==> config.mk <==
export PLATFORM = sky130hd
export DESIGN_NAME = cirno_decode_stage
export DESIGN_NICKNAME = d
export VERILOG_FILES = /design/src/rtl/cirno_pkg.sv /design/src/rtl/cirno_decode_fifo.sv /design/src/rtl/cirno_decode_stage.sv
export SDC_FILE = /design/constraint.sdc
export NUM_CORES = 1
export LEC_CHECK = 0
export CAP_MARGIN = 25
export CORE_AREA = 2 2 92 94
export DETAILED_ROUTE_END_ITERATION = 8
export DIE_AREA = 0 0 94 96
export GPL_TIMING_DRIVEN = 0
export PLACE_DENSITY = 0.67
export RECOVER_POWER = 100
export SLEW_MARGIN = 10
export SYNTH_ARGS = -nofsm -noshare
export SYNTH_HDL_FRONTEND = slang
export SYNTH_SLANG_ARGS = --single-unit
==> constraint.sdc <==
create_clock -name clk -period 4 [get_ports clk]
set_clock_uncertainty 0.1 [all_clocks]
set_input_delay 0.6 -clock clk [delete_from_list [all_inputs] [get_ports clk]]
set_output_delay 0.6 -clock clk [all_outputs]
set_load 0.03 [all_outputs]
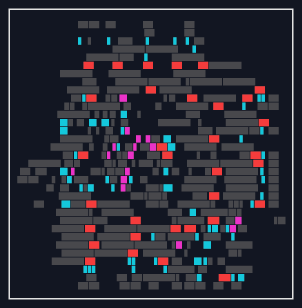
Run 1: selected gate families
Scale: 3 px per um.
Red is mux cells, cells 33, most used mux2i_1. Cyan is nor cells, cells 59, most used nor2_1, where widely spread. Magenta is nand cells, cells 16, most used nand2b_1.
non-filler instance count after layout: 422
dominant logic cell type in the layout: edfxtp_1

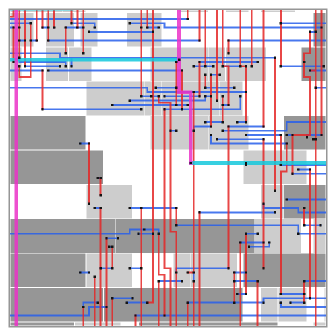
Run 1: a small window of the routed layout
Window x 34 to 59, y 16 to 41 um. Cells in grey, sequential cells in the stronger grey; small squares are vias.
Red is metal 2. Blue is metal 1. Cyan is metal 3. Magenta is metal 4.
Sequential cells in the window: 8. Most frequent: edfxtp_1 (7), ha_1 (4). 33 logic cells have their middle in the window.

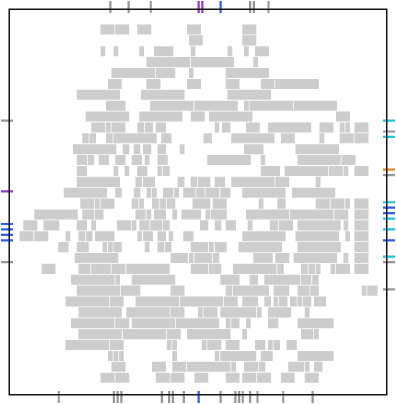
Run 1: pin placement
Scale: 4 px per um. Pins as bars across the die edge, other pins in grey.
Orange is branchi, pins 1, direction output, edge right. Purple is inst_type, pins 3, direction output, edge 2 top, 1 left. Blue is inst, pins 9, direction input, edge 4 left, 3 right, 1 bottom, 1 top. Cyan is immediate, pins 6, direction output, edge right.
All pins by edge: 17 bottom, 14 right, 9 top, 7 left.
width of the die: 94 um
Port Buf Inserts: 43
Die Span Y: 96 um

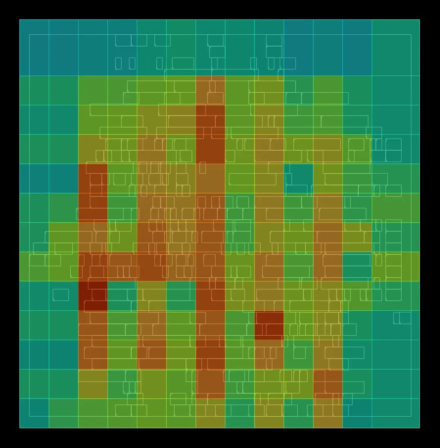
Run 1: routing congestion
post-route core utilization: 0.476
most heavily used metal layer in global routing: met2
Routed WL per cell: 15.1 um
met2 routing resource usage after global routing: 0.252

==> reports/notes.md, run 1 <==
- leakage power: 0.00141 uW
- cell count of the worst reg-to-reg path: 5
- status: finished, final reports clean
- most numerous cell types in the synthesized netlist: edfxtp_1 (56), nor2_1 (40), mux2i_1 (30)
- wire length after detailed routing: 6.37 mm
- Top cell area share: 0.538
- P per Cell Area: 453 mW/mm^2
- post-route setup TNS: 0 ns
- pin count of the biggest net entering global routing: 12
- sw power: 557 uW
- Num CTS Buffers: 9
- synthesized cell area: 0.00312 mm^2
- multiplexer share of the synthesized area: 0.107
- Std-Cell Core Area: 0.00805 mm^2
- relative contribution of sequential cells to total power: 0.423
- number of hold violations in the final report: 0
- ratio of routed vias to standard cells: 4.97
- Clock Tree Buf Depth: 2
- xor and xnor fraction of the mapped netlist area: 0.0136
- net count after synthesis: 274
- max-cap violation count: 0
- hold crit path type: in2async
- crit-path leading delay family: buffers and inverters
- dpl ws: 1.14 ns
- post-layout power: 1740 uW
- Congestion Overflow GR: 0
- synthesized-area fraction occupied by ao, oa, aoi and oai cells: 0.0765
- actual slew at the worst max-slew pin: 1.32 ns
- gpl congestion: 0.853
- standard-cell rows: 33
- relative slew slack: 0.110
- final tally of setup violations: 0
- number of fillers in the final layout: 764
- power dissipated in combinational cells: 525 uW
- finished layout cell area: 0.00383 mm^2
- Non-clock inverters: 5
- leading cell types in the layout, fill and taps excluded: edfxtp_1 (56), nor2_1 (40), dlygate4sd3_1 (37)
- biggest cell delay along the critical path: 0.69 ns
- worst hold slack after final layout: 0.476 ns
- chip area line of the yosys report: 0.00312 mm^2
- DRT Pass-1 Iters: 4
- Gate Count Post-Synth: 254
- DRT met1 WL: 2.78 mm
- CP max-delay cell: dlygate4sd3_1
- fraction of registers with async set/reset: 0.0968
- time the final worst path needs with I/O delays and setup: 3.23 ns
==> inputs of run 2 (changes only) <==
clock period = 3.2 ns   (was 4 ns; I/O delays follow)
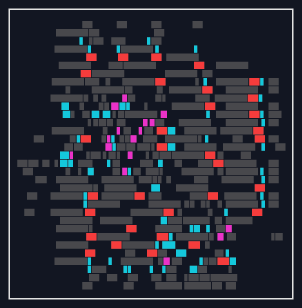
Run 2: selected gate families
Scale: 3 px per um.
Cyan is nor cells, cells 59, most used nor2_1, where widely spread. Magenta is nand cells, cells 16, most used nand2b_1. Red is mux cells, cells 33, most used mux2i_1.
fraction of standard cell area in multi-input logic: 0.299
non-filler instance count after layout: 420

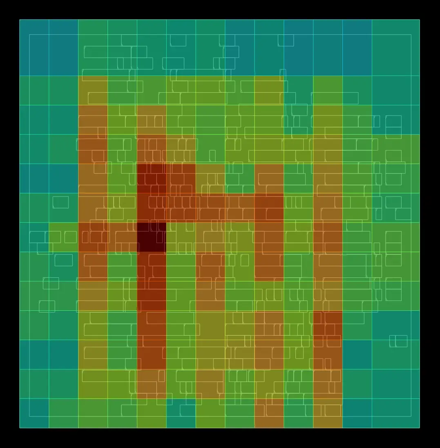
Run 2: routing congestion
met2 routing resource usage after global routing: 0.263
post-route core utilization: 0.476

==> reports/notes.md, run 2 <==
- status: finished, final reports clean
- dominant logic cell type in the layout: edfxtp_1
- final HPWL from detailed placement: 4.69 mm
- share of layout cells above drive strength 1: 0.0984
- crit-path leading delay family: buffers and inverters
- cell count of the worst reg-to-reg path: 5
- Port Buf Inserts: 43
- chip area line of the yosys report: 0.00312 mm^2
- type of the worst setup path: reg2out
- Non-clock inverters: 5
- Std-Cell Core Area: 0.00805 mm^2
- Residual DRC: 0
- actual slew at the worst max-slew pin: 1.29 ns
- count of tool warnings: 30
- power dissipated in combinational cells: 674 uW
- relative slew slack: 0.131
- and+or+nand+nor area frac: 0.155
- clk_buf instances: 14
- Gate Count Post-Synth: 254
- most heavily used metal layer in global routing: met2
- most numerous cell types in the synthesized netlist: edfxtp_1 (56), nor2_1 (40), mux2i_1 (30)
- number of synthesized flops with an enable pin: 56
- Buf/Inv on CP: 4
- Top cell area share: 0.538
- finished layout cell area: 0.00383 mm^2
- dpl ws: 0.454 ns
- first-pass GRT wire length: 10.6 mm
- clock-cell share of area: 0.0424
- relative contribution of sequential cells to total power: 0.422
- Die Span Y: 96 um
- net count after synthesis: 274
- ranking of synthesized cells by area: edfxtp_1 (54%), mux2i_1 (9.6%), dfrtp_1 (4.8%)
- synthesized cell area: 0.00312 mm^2
- DRT met1 WL: 2.97 mm
- xor and xnor fraction of the mapped netlist area: 0.0136
- hold crit path type: in2async
- worst-path cell chain: clkbuf_2 > xor2_2 > nor2_1 > buf_2 > buf_2 > nor2_1 > clkdlybuf4s50_1
- leading cell types in the layout, fill and taps excluded: edfxtp_1 (56), nor2_1 (40), mux2i_1 (30)
- Sequential Power: 920 uW
- pin count of the biggest net entering global routing: 18
- final antenna-violating net count: 0
- worst hold slack after final layout: 0.355 ns
- synthesized-area fraction occupied by ao, oa, aoi and oai cells: 0.0765
- time the final worst path needs with I/O delays and setup: 3.05 ns
- post-route setup TNS: 0 ns
- Clock Tree Buf Depth: 2
- ratio of routed vias to standard cells: 5.14
- fin. max-slew vios: 0
- number of hold violations in the final report: 0
- multiplexer share of the synthesized area: 0.107
- most area-hungry cell class in the final design: registers
- CP max-delay cell: clkdlybuf4s50_1
- flop2flop setup slack: 0.24 ns
- biggest cell delay along the critical path: 0.68 ns
- max-cap violation count: 0
- Num CTS Buffers: 9
- largest fanout of any net on the critical path: 10
- largest non-sequential cell family by area: simple AND/OR/NAND/NOR gates
- post-layout power: 2180 uW
- gpl congestion: 0.868
- sw power: 711 uW
- width of the die: 94 um
- wire length after detailed routing: 6.61 mm
- length of routed met3 wiring: 275 um
- leakage power: 0.00140 uW
- Global Route met1 Usage: 0.198
- final tally of setup violations: 0
- P per Cell Area: 568 mW/mm^2
- diode insertion count for antenna repair: 0
- standard-cell rows: 33
- number of fillers in the final layout: 764
- DRT Pass-1 Iters: 4
- final setup margin: 0.149 ns
- number of resized instances in the post-cts repair step: 0
- flops out of synthesis: 62
- Routed WL per cell: 15.7 um
- fraction of registers with async set/reset: 0.0968
- Congestion Overflow GR: 0
- number of synthesis warnings: 0
Power is estimated from default activity; no workload was simulated.
